===== src/rtl/ram_arb_pkg.sv =====
`default_nettype none
// ============================================================================
// Module  : ram_arb_pkg
// Purpose : Shared constants and helpers for the RAM port arbiter.
//           LOCK_MAX    - longest run of consecutive grants a locking
//                         requester may hold before arbitration resumes.
//           LOCK_CNT_W  - width of the saturating lock run counter.
//           clog2()     - pointer width helper (never returns less than 1).
//           RAM_ARB_SLICE(vec, idx, w) - selects field idx of width w from a
//                         packed per-requester vector.
// Ports   : none (package)
// Revision: 1.0 - initial release
// ============================================================================

`ifndef RAM_ARB_PKG_SV
`define RAM_ARB_PKG_SV

`define RAM_ARB_SLICE(vec, idx, w) vec[(idx)*(w) +: (w)]

package ram_arb_pkg;

   localparam int LOCK_MAX   = 16;
   localparam int LOCK_CNT_W = 5;

   function automatic int clog2(input int value);
      int r;
      r = 0;
      while ((1 << r) < value) begin
         r = r + 1;
      end
      if (r == 0) begin
         r = 1;
      end
      return r;
   endfunction

endpackage

`endif

`default_nettype wire


===== src/rtl/ram_port_arbiter_rr_pick.sv =====
`default_nettype none
// ============================================================================
// Module  : rr_pick
// Purpose : Combinational round-robin priority selector. The search starts
//           one position after the last winner and wraps; the first
//           asserted request wins.
// Ports   : req_i   [NREQ]  - request vector
//           last_i  [PTR_W] - index of the previous winner
//           gnt_o   [NREQ]  - one-hot grant (all zero when req_i is zero)
//           idx_o   [PTR_W] - encoded index of the grant (0 when none)
// Revision: 1.0 - initial release
// ============================================================================
module rr_pick
   import ram_arb_pkg::*;
#(
   parameter int NREQ  = 4,
   parameter int PTR_W = 2
) (
   input  logic [NREQ-1:0]  req_i,
   input  logic [PTR_W-1:0] last_i,
   output logic [NREQ-1:0]  gnt_o,
   output logic [PTR_W-1:0] idx_o
);

   logic             w_found;
   logic [PTR_W-1:0] w_cand;

   always_comb begin
      gnt_o   = '0;
      idx_o   = '0;
      w_found = 1'b0;
      w_cand  = '0;
      // Offsets 1..NREQ visit every requester once, ending on last_i itself
      // so a lone requester that also won last time is still granted.
      for (int k = 1; k <= NREQ; k++) begin
         w_cand = PTR_W'((int'(last_i) + k) % NREQ);
         if (!w_found && req_i[w_cand]) begin
            w_found        = 1'b1;
            gnt_o[w_cand]  = 1'b1;
            idx_o          = w_cand;
         end
      end
   end

endmodule
`default_nettype wire


===== src/rtl/ram_port_arbiter.sv =====
`default_nettype none
// ============================================================================
// Module  : ram_port_arbiter
// Purpose : Shares one port of a single-clock dual-port block RAM between
//           NREQ requesters. One single-word request is granted per cycle
//           (round robin, with an optional bounded burst lock), the RAM port
//           is driven from registers one cycle later, and read data returns
//           to the requester two cycles after its grant.
// Ports   : clk          - system clock
//           reset        - synchronous active-high reset
//           req          [NREQ]       - request valid, held until granted
//           req_we       [NREQ]       - 1 = write, 0 = read
//           req_lock     [NREQ]       - request to keep the grant next cycle
//           req_address  [NREQ*DEPTH] - packed addresses
//           req_din      [NREQ*WIDTH] - packed write data
//           gnt          [NREQ]       - one-hot grant, same cycle as accept
//           rvalid       [NREQ]       - one-hot read data valid
//           rdata        [WIDTH]      - read data, qualified by rvalid
//           ram_we/ram_oe/ram_address/ram_din - registered RAM port drive
//           ram_dout     [WIDTH]      - RAM read data (registered in RAM)
//           busy         - a read is somewhere in the return pipeline
// Revision: 1.0 - initial release
// ============================================================================
module ram_port_arbiter
   import ram_arb_pkg::*;
#(
   parameter int NREQ  = 4,
   parameter int DEPTH = 10,
   parameter int WIDTH = 32
) (
   input  logic                   clk,
   input  logic                   reset,
   input  logic [NREQ-1:0]        req,
   input  logic [NREQ-1:0]        req_we,
   input  logic [NREQ-1:0]        req_lock,
   input  logic [NREQ*DEPTH-1:0]  req_address,
   input  logic [NREQ*WIDTH-1:0]  req_din,
   output logic [NREQ-1:0]        gnt,
   output logic [NREQ-1:0]        rvalid,
   output logic [WIDTH-1:0]       rdata,
   output logic                   ram_we,
   output logic                   ram_oe,
   output logic [DEPTH-1:0]       ram_address,
   output logic [WIDTH-1:0]       ram_din,
   input  logic [WIDTH-1:0]       ram_dout,
   output logic                   busy
);

   localparam int                    PTR_W      = clog2(NREQ);
   localparam logic [PTR_W-1:0]      LAST_RST   = PTR_W'(NREQ - 1);
   localparam logic [LOCK_CNT_W-1:0] LOCK_LIMIT = LOCK_CNT_W'(LOCK_MAX);

   // Arbitration state
   logic [PTR_W-1:0]      last_q,     last_d;
   logic                  lock_vld_q, lock_vld_d;
   logic [PTR_W-1:0]      lock_idx_q, lock_idx_d;
   logic [LOCK_CNT_W-1:0] lock_cnt_q, lock_cnt_d;

   // Issue stage
   logic                  ram_we_q,      ram_we_d;
   logic                  ram_oe_q,      ram_oe_d;
   logic [DEPTH-1:0]      ram_address_q, ram_address_d;
   logic [WIDTH-1:0]      ram_din_q,     ram_din_d;

   // Read return pipeline: one-hot requester id per stage
   logic [NREQ-1:0]       rd_s1_q, rd_s1_d;
   logic [NREQ-1:0]       rd_s2_q;

   // Combinational arbitration results
   logic [NREQ-1:0]       w_rr_gnt;
   logic [PTR_W-1:0]      w_rr_idx;
   logic                  w_lock_hit;
   logic [NREQ-1:0]       w_gnt;
   logic [PTR_W-1:0]      w_win_idx;
   logic                  w_accept;

   // Granted requester's fields
   logic [DEPTH-1:0]      w_addr_arr [NREQ];
   logic [WIDTH-1:0]      w_din_arr  [NREQ];
   logic                  w_sel_we;
   logic                  w_sel_lock;
   logic [DEPTH-1:0]      w_sel_addr;
   logic [WIDTH-1:0]      w_sel_din;

   generate
      for (genvar gi = 0; gi < NREQ; gi++) begin : g_unpack
         assign w_addr_arr[gi] = `RAM_ARB_SLICE(req_address, gi, DEPTH);
         assign w_din_arr[gi]  = `RAM_ARB_SLICE(req_din, gi, WIDTH);
      end
   endgenerate

   rr_pick #(
      .NREQ  (NREQ),
      .PTR_W (PTR_W)
   ) u_rr_pick (
      .req_i  (req),
      .last_i (last_q),
      .gnt_o  (w_rr_gnt),
      .idx_o  (w_rr_idx)
   );

   // A live lock bypasses the round-robin search for as long as the owner
   // keeps requesting; the run limit is enforced when the lock is recorded.
   assign w_lock_hit = lock_vld_q & req[lock_idx_q];

   always_comb begin
      w_gnt     = '0;
      w_win_idx = w_rr_idx;
      if (!reset) begin
         if (w_lock_hit) begin
            w_gnt[lock_idx_q] = 1'b1;
            w_win_idx         = lock_idx_q;
         end else begin
            w_gnt = w_rr_gnt;
         end
      end
   end

   assign w_accept = |w_gnt;

   // AND-OR style selection; w_gnt is one-hot so at most one term is live.
   always_comb begin
      w_sel_we   = 1'b0;
      w_sel_lock = 1'b0;
      w_sel_addr = '0;
      w_sel_din  = '0;
      for (int i = 0; i < NREQ; i++) begin
         if (w_gnt[i]) begin
            w_sel_we   = req_we[i];
            w_sel_lock = req_lock[i];
            w_sel_addr = w_addr_arr[i];
            w_sel_din  = w_din_arr[i];
         end
      end
   end

   always_comb begin
      last_d        = last_q;
      lock_vld_d    = 1'b0;
      lock_idx_d    = lock_idx_q;
      lock_cnt_d    = '0;
      ram_we_d      = 1'b0;
      ram_oe_d      = 1'b0;
      ram_address_d = ram_address_q;
      ram_din_d     = ram_din_q;
      rd_s1_d       = '0;

      if (w_accept) begin
         last_d     = w_win_idx;
         lock_idx_d = w_win_idx;
         // Count consecutive grants of the current lock run; a grant won
         // through normal arbitration starts a new run at one.
         if (w_lock_hit) begin
            lock_cnt_d = (lock_cnt_q >= LOCK_LIMIT) ? LOCK_LIMIT : lock_cnt_q + 1'b1;
         end else begin
            lock_cnt_d = LOCK_CNT_W'(1);
         end
         // Once the run reaches the limit the next cycle arbitrates normally
         // with this requester as last winner.
         lock_vld_d    = w_sel_lock && (lock_cnt_d < LOCK_LIMIT);

         ram_we_d      = w_sel_we;
         ram_oe_d      = ~w_sel_we;
         ram_address_d = w_sel_addr;
         ram_din_d     = w_sel_din;
         if (!w_sel_we) begin
            rd_s1_d = w_gnt;
         end
      end
   end

   always_ff @(posedge clk) begin
      if (reset) begin
         last_q        <= LAST_RST;
         lock_vld_q    <= 1'b0;
         lock_idx_q    <= '0;
         lock_cnt_q    <= '0;
         ram_we_q      <= 1'b0;
         ram_oe_q      <= 1'b0;
         ram_address_q <= '0;
         ram_din_q     <= '0;
         rd_s1_q       <= '0;
         rd_s2_q       <= '0;
      end else begin
         last_q        <= last_d;
         lock_vld_q    <= lock_vld_d;
         lock_idx_q    <= lock_idx_d;
         lock_cnt_q    <= lock_cnt_d;
         ram_we_q      <= ram_we_d;
         ram_oe_q      <= ram_oe_d;
         ram_address_q <= ram_address_d;
         ram_din_q     <= ram_din_d;
         rd_s1_q       <= rd_s1_d;
         rd_s2_q       <= rd_s1_q;
      end
   end

   assign gnt         = w_gnt;
   assign ram_we      = ram_we_q;
   assign ram_oe      = ram_oe_q;
   assign ram_address = ram_address_q;
   assign ram_din     = ram_din_q;
   // The RAM registers the word at the edge that ends the issue cycle, so
   // its output lines up with the second pipeline stage without a mux.
   assign rvalid      = rd_s2_q;
   assign rdata       = ram_dout;
   assign busy        = (|rd_s1_q) | (|rd_s2_q);

endmodule
`default_nettype wire


===== config.mk =====
export PLATFORM = sky130hd
export DESIGN_NAME = ram_port_arbiter
export DESIGN_NICKNAME = d
export VERILOG_FILES = /design/src/rtl/ram_arb_pkg.sv /design/src/rtl/ram_port_arbiter_rr_pick.sv /design/src/rtl/ram_port_arbiter.sv
export SDC_FILE = /design/constraint.sdc
export NUM_CORES = 1
export LEC_CHECK = 0
export ABC_AREA = 1
export CAP_MARGIN = 25
export CORE_AREA = 2 2 116 118
export CTS_CLUSTER_SIZE = 28
export DETAILED_ROUTE_END_ITERATION = 6
export DIE_AREA = 0 0 118 120
export MAX_ROUTING_LAYER = met4
export PLACE_DENSITY = 0.84
export SLEW_MARGIN = 30
export SYNTH_ARGS = -nofsm -noshare
export SYNTH_HDL_FRONTEND = slang
export SYNTH_SLANG_ARGS = --single-unit

===== constraint.sdc =====
create_clock -name clk -period 4.2 [get_ports clk]
set_input_delay 1.26 -clock clk [delete_from_list [all_inputs] [get_ports clk]]
set_output_delay 1.26 -clock clk [all_outputs]
set_load 0.02 [all_outputs]

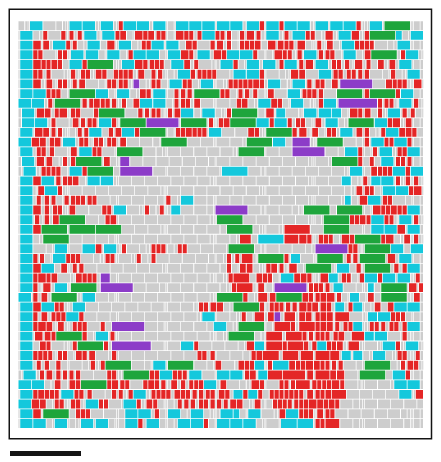
**Above:** run 1 (cell classes on the final placement).
Bar = 20 um. Fill, decap, tap and diode cells in gray.
legend:
  red:
    class: all other logic
    cells: 752
  green:
    class: flops
    cells: 62
  purple:
    class: clock drivers and dummy loads
    cells: 16
  cyan:
    class: other buffers and delay cells
    cells: 258

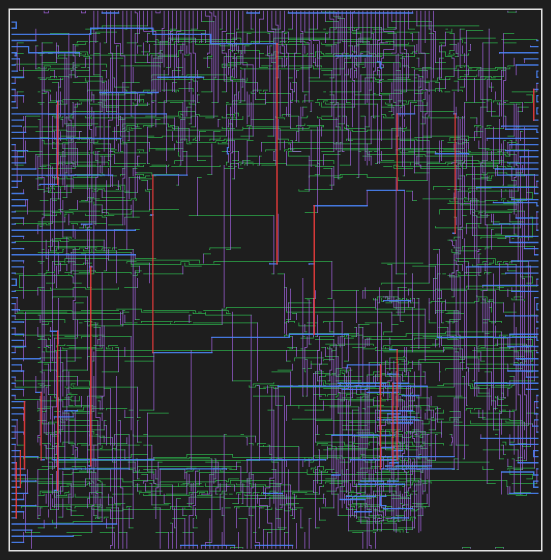
**Above:** run 1 (wiring by layer).
legend:
  green:
    layer: met1
    wire_length: 6730 um
  blue:
    layer: met3
    wire_length: 1250 um
  purple:
    layer: met2
    wire_length: 8200 um
  red:
    layer: met4
    wire_length: 382 um

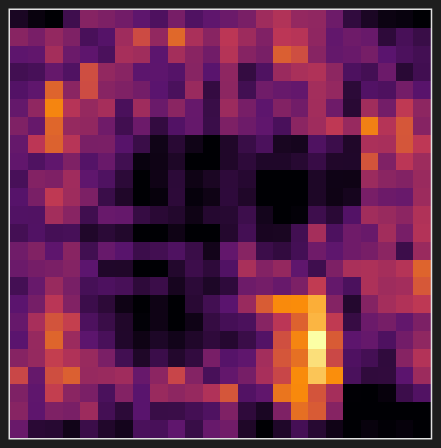
**Above:** run 1 (wire density map).
24 x 24 tiles, from black (low) to pale yellow (high), scaled to the fullest tile. Values are wire area over tile area, all layers added.
fullest tile: 0.69
mean over tiles: 0.19
tiles over half the peak: 9.7%
nearly empty tiles: 6.9%
emptiest ninth of the die: center

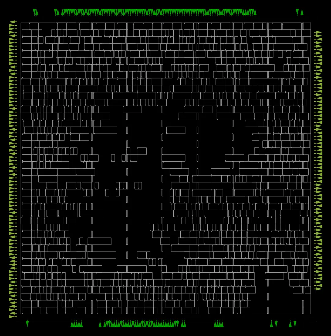
**Above:** run 1 (cell placement).
inserted tap cell count: 176
Placeable Area: 13000 um2
Core Rows: 42
number of inserted filler cells in the final layout: 1228
utilization of the core after routing: 59.1%

==> impl_metrics.ini, run 1 <==
; flow metrics
[floorplan]
chipArea_um2 = 14200
initial_utilization_pct = 38.7
boundaryPins = 299

[critical_path]
path_depth = 11
critical_path_arrival_ns = 2.89
classification_of_the_worst_setup_path = in2out
slowest_stage_cell_on_the_critical_path = clkdlybuf4s50_1

[sta]
fin_worst_skew_ns = 0.00894
hold_viol = 0

[synth]
synth_nets = 1113
synth.yosys.num_cells = 889

[min_path]
min_path_cells = 2
hold_path.startpoint = rd_s1_q[3]$_SDFF_PP0_

[global_route]
grt_overflow_total = 0

[finish]
register_area_um2 = 1240
layout.nets = 1307
logic_gate_count = 653
final_layout_top_logic_cells = nand2_1, clkdlybuf4s50_1, nand3_1

[run_status]
outcome = finished, final reports clean

[power]
seqPwrFrac_pct = 16.2
seq_power_uw = 932
cellPowerDensity_nw_per_um2 = 749

[placed_design]
placedInstanceArea_um2 = 7310
placement.setup.worst_slack_ns = -0.379

[clock_tree]
clock_tree.root_cell = clkbuf_16

[route]
detail_route.vias_per_cell = 4.67
detailedRoute.firstIterationViolations = 282

[run]
cap_violations = 0
-- run 1: cell usage after synthesis, drive strengths merged --
master and number:
nand2 366, nand3 102, inv 98, nor2 89, buf 64, dfxtp 62
or2 47, a21oi 15, o21ai 14, clkbuf 12, ha 10, nor4 2
o211ai 2, a2bb2oi 1, clkinv 1, nor3 1, o31ai 1, xnor2 1
xor2 1
-- run 1: state kept, by name, summed over array words and instances, names as in the netlist --
name and count:
ram_din 32, ram_address 10, lock_cnt_q 5, rd_s1_q 4
rvalid 4, last_q 2, lock_idx_q 2, lock_vld_q 1
ram_oe 1, ram_we 1
-- run 1: metal layers --
metal / vias up / part of all wire, %
li1: 3041 / -
met1: 2564 / 41
met2: 266 / 50
met3: 34 / 7.6
met4: 0 / 2.3
met5: - / 0
==> inputs of run 2 (changes only) <==
Settings changed: ABC_CLOCK_PERIOD_IN_PS set to 4200.
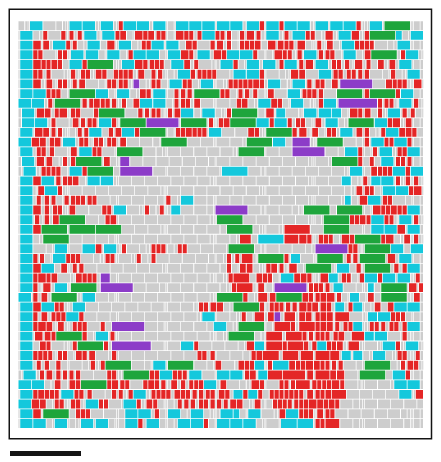
**Above:** run 2 (cell classes on the final placement).
Bar = 20 um. Fill, decap, tap and diode cells in gray.
legend:
  green:
    class: flops
    cells: 62
  purple:
    class: clock drivers and dummy loads
    cells: 16
  cyan:
    class: other buffers and delay cells
    cells: 258
  red:
    class: all other logic
    cells: 752
sequential share of cell area: 16.2%
area of all placed cells without fillers: 7670 um2

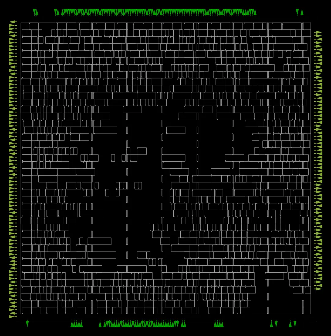
**Above:** run 2 (cell placement).
post-layout instance count excluding filler cells: 1264
final sequential cell count: 62

==> run 2 against run 1 <==
  * Count of clock-buffer cells in the layout unchanged
  * Core utilization unchanged
  * Final cell count unchanged
  * Synthesized cell count unchanged
  * Clock power about the same
  * Register-to-register slack about the same
  * Global-route usage unchanged
  * Largest cell class unchanged
==> impl_metrics.ini, run 2 <==
; flow metrics
[finish]
final_layout_top_logic_cells = nand2_1, clkdlybuf4s50_1, nand3_1
flip_flop_count_of_the_largest_register_after_layout = 32
layout.nets = 1307

[synth]
enable_flop_cells = 0
synth.yosys.num_cells = 889
ys_async_sr_fraction_pct = 0
synth_nets = 1113
synthFlopType = dfxtp_1

[min_path]
min_path_cells = 2
hold_path.startpoint = rd_s1_q[3]$_SDFF_PP0_

[sta]
hold_viol = 0

[floorplan]
fp.coreArea_um2 = 13000
initial_utilization_pct = 38.7
chipArea_um2 = 14200
boundaryPins = 299

[placed_design]
placement.setup.worst_slack_ns = -0.379
placedInstanceArea_um2 = 7310

[run_status]
outcome = finished, final reports clean

[route]
detailedRoute.firstIterationViolations = 282

[power]
seq_power_uw = 932
cellPowerDensity_nw_per_um2 = 749

[critical_path]
path_depth = 11
slowest_stage_cell_on_the_critical_path = clkdlybuf4s50_1

[global_route]
grt_overflow_total = 0

[clock_tree]
clock_tree.root_cell = clkbuf_16
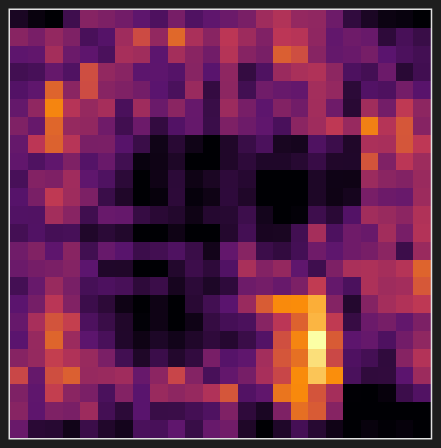
**Above:** run 2 (wire density map).
24 x 24 tiles, from black (low) to pale yellow (high), scaled to the fullest tile. Values are wire area over tile area, all layers added.
emptiest ninth of the die: center
fullest tile: 0.69
nearly empty tiles: 6.9%
mean over tiles: 0.19
tiles over half the peak: 9.7%
DR vias: 5905
global-route total usage across every layer: 23.6%
aggregate routed wire length: 16600 um
average wire per cell in the routed design: 13.1 um

run 2: cell counts after synthesis:
No cell type changed its count.
run 2: cell type report:
cell class / instances / area (um2)
fillers: 1228 / 5310
multi-input cells: 653 / 2980
repair buffers: 258 / 2530
flip-flops and latches: 62 / 1240
inverters: 99 / 374
clock buffers: 10 / 239
well taps: 176 / 220
clock inverters: 6 / 85.1
run 2: metal layers:
| layer | up-vias | share of wire, % |
|---|---|---|
| li1 | 3041 | - |
| met1 | 2564 | 41 |
| met2 | 266 | 50 |
| met3 | 34 | 7.6 |
| met4 | 0 | 2.3 |
| met5 | - | 0 |
run 2: cells by family (layout without fill, tap and decap cells):
logic type | count (synthesis) | in the layout
simple gates | 607 | 608
compound gates | 33 | 33
xor+xnor | 2 | 2
fa+ha+maj | 10 | 10
flops | 62 | 62
buf+inv | 175 | 373
==> inputs of run 3 (changes only) <==
Settings changed: CAP_MARGIN 25 to unset, CORE_AREA 2 2 116 118 to unset, CORE_ASPECT_RATIO set to 0.75, CORE_MARGIN set to 3, CORE_UTILIZATION set to 42, DIE_AREA 0 0 118 120 to unset, PLACE_DENSITY 0.84 to 0.9.
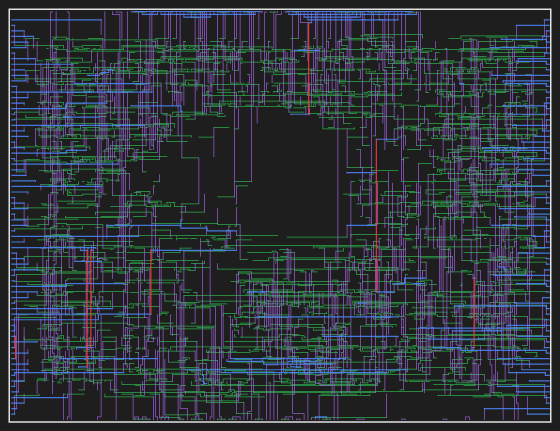
**Above:** run 3 (wiring by layer).
legend:
  blue:
    layer: met3
    wire_length: 1660 um
  green:
    layer: met1
    wire_length: 7460 um
  red:
    layer: met4
    wire_length: 150 um
  purple:
    layer: met2
    wire_length: 7760 um

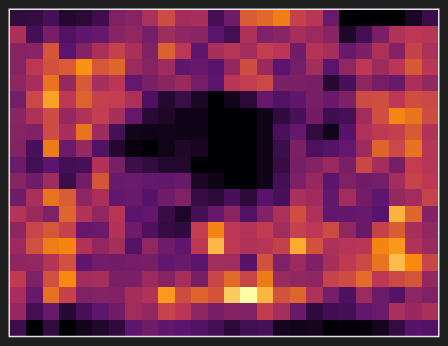
**Above:** run 3 (wire density map).
26 x 20 tiles, from black (low) to pale yellow (high), scaled to the fullest tile. Values are wire area over tile area, all layers added.
emptiest ninth of the die: center
fullest tile: 0.59
mean over tiles: 0.21
aggregate routed wire length: 17000 um
DR vias: 5840

==> run 3 against run 2 <==
  * Non-clock buffer count increased by 5
  * Critical path depth decreased by 4
  * Highest routed layer unchanged
  * Global-route usage increased by 2.0 points
  * Total power decreased by 3.0%
  * Clock power decreased by 17%
  * Routed wire length increased by 2.8%
  * First-iteration DRC count decreased by 24%
  * Setup slack improved by 0.26 ns
  * Final cell count decreased by 1.2%
==> impl_metrics.ini, run 3 <==
; flow metrics
[finish]
nFillCells = 1002
syn2layout_area_growth_pct = 51.9
postLayoutCoreUtil_pct = 67.6
flip_flop_count_of_the_largest_register_after_layout = 32
stdcell_count = 1249
final_design_area_no_fill_um2 = 7620
final_layout_top_logic_cells = nand2_1, clkdlybuf4s50_1, nand3_1

[power]
seqPwrFrac_pct = 16.5
switchingPower_mw = 2.80

[sta]
hold_viol = 0
fin_worst_skew_ns = 0.00796
post-route-worst-setup-slack_ns = 0.310
fmax_mhz = 257

[synth]
synthFlopType = dfxtp_1
synth.top_cells.by_count = nand2_1, nand3_1, inv_1
synth_nets = 1113
synth.yosys.num_cells = 889
ys_async_sr_fraction_pct = 0
yosys.cell_count.top_type = nand2_1

[run]
cap_violations = 0

[route]
dr_wl_met3_um = 1660
dr_wl_met2_um = 7760
route.layer.met1.wl_um = 7460
detail_route.vias_per_cell = 4.68
detailedRoute.firstIterationViolations = 213

[critical_path]
classification_of_the_worst_setup_path = in2out
path_depth = 7

[global_route]
globalRouteTotalUtil_pct = 25.6
grt_overflow_total = 0

[clock_tree]
clock_tree.root_cell = clkbuf_16

[floorplan]
boundaryPins = 299
initial_utilization_pct = 44.5

[placed_design]
placement.setup.worst_slack_ns = -0.360
placedInstanceArea_um2 = 7330

[run_status]
outcome = finished, final reports clean

[min_path]
min_path_cells = 2
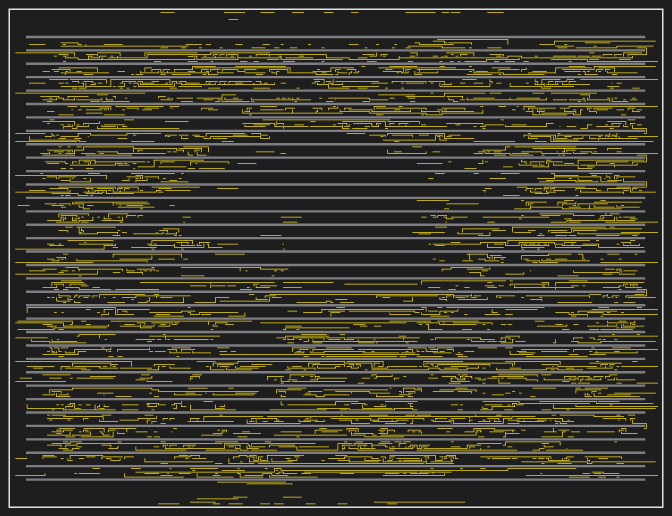
**Above:** run 3 (M1 wires).
Supply wires on this layer in gray.
main direction: horizontal
wire length on this layer: 7460 um
share of all routed wire: 44%
nets with wire on the layer: 1138
longest straight run: 49.2 um

[run 3: cell counts after synthesis]
Identical to the previous run, type by type.
[run 3: final cells by class]
cell class / instances / area [um2] / share of cell area, %
clock buffer: 10 / 229 / 3.00
clock inverter: 6 / 38.8 / 0.509
inverter: 99 / 374 / 4.91
multi-input combinational: 652 / 2950 / 38.7
sequential: 62 / 1240 / 16.3
tap: 157 / 196 / 2.58
timing repair buffer: 263 / 2590 / 34.0
[run 3: worst paths after layout]
path,from,end
hold reg to reg,rd_s1_q[2]$_SDFF_PP0_,rvalid[2]$_SDFF_PP0_
setup / recovery,reset,gnt[1]
setup reg to reg,last_q[0]$_SDFFE_PP1N_,ram_din[1]$_SDFFE_PP0N_
hold / removal,rd_s1_q[2]$_SDFF_PP0_,rvalid[2]$_SDFF_PP0_
No activity file was given, so power comes from the tool's default toggle rates.
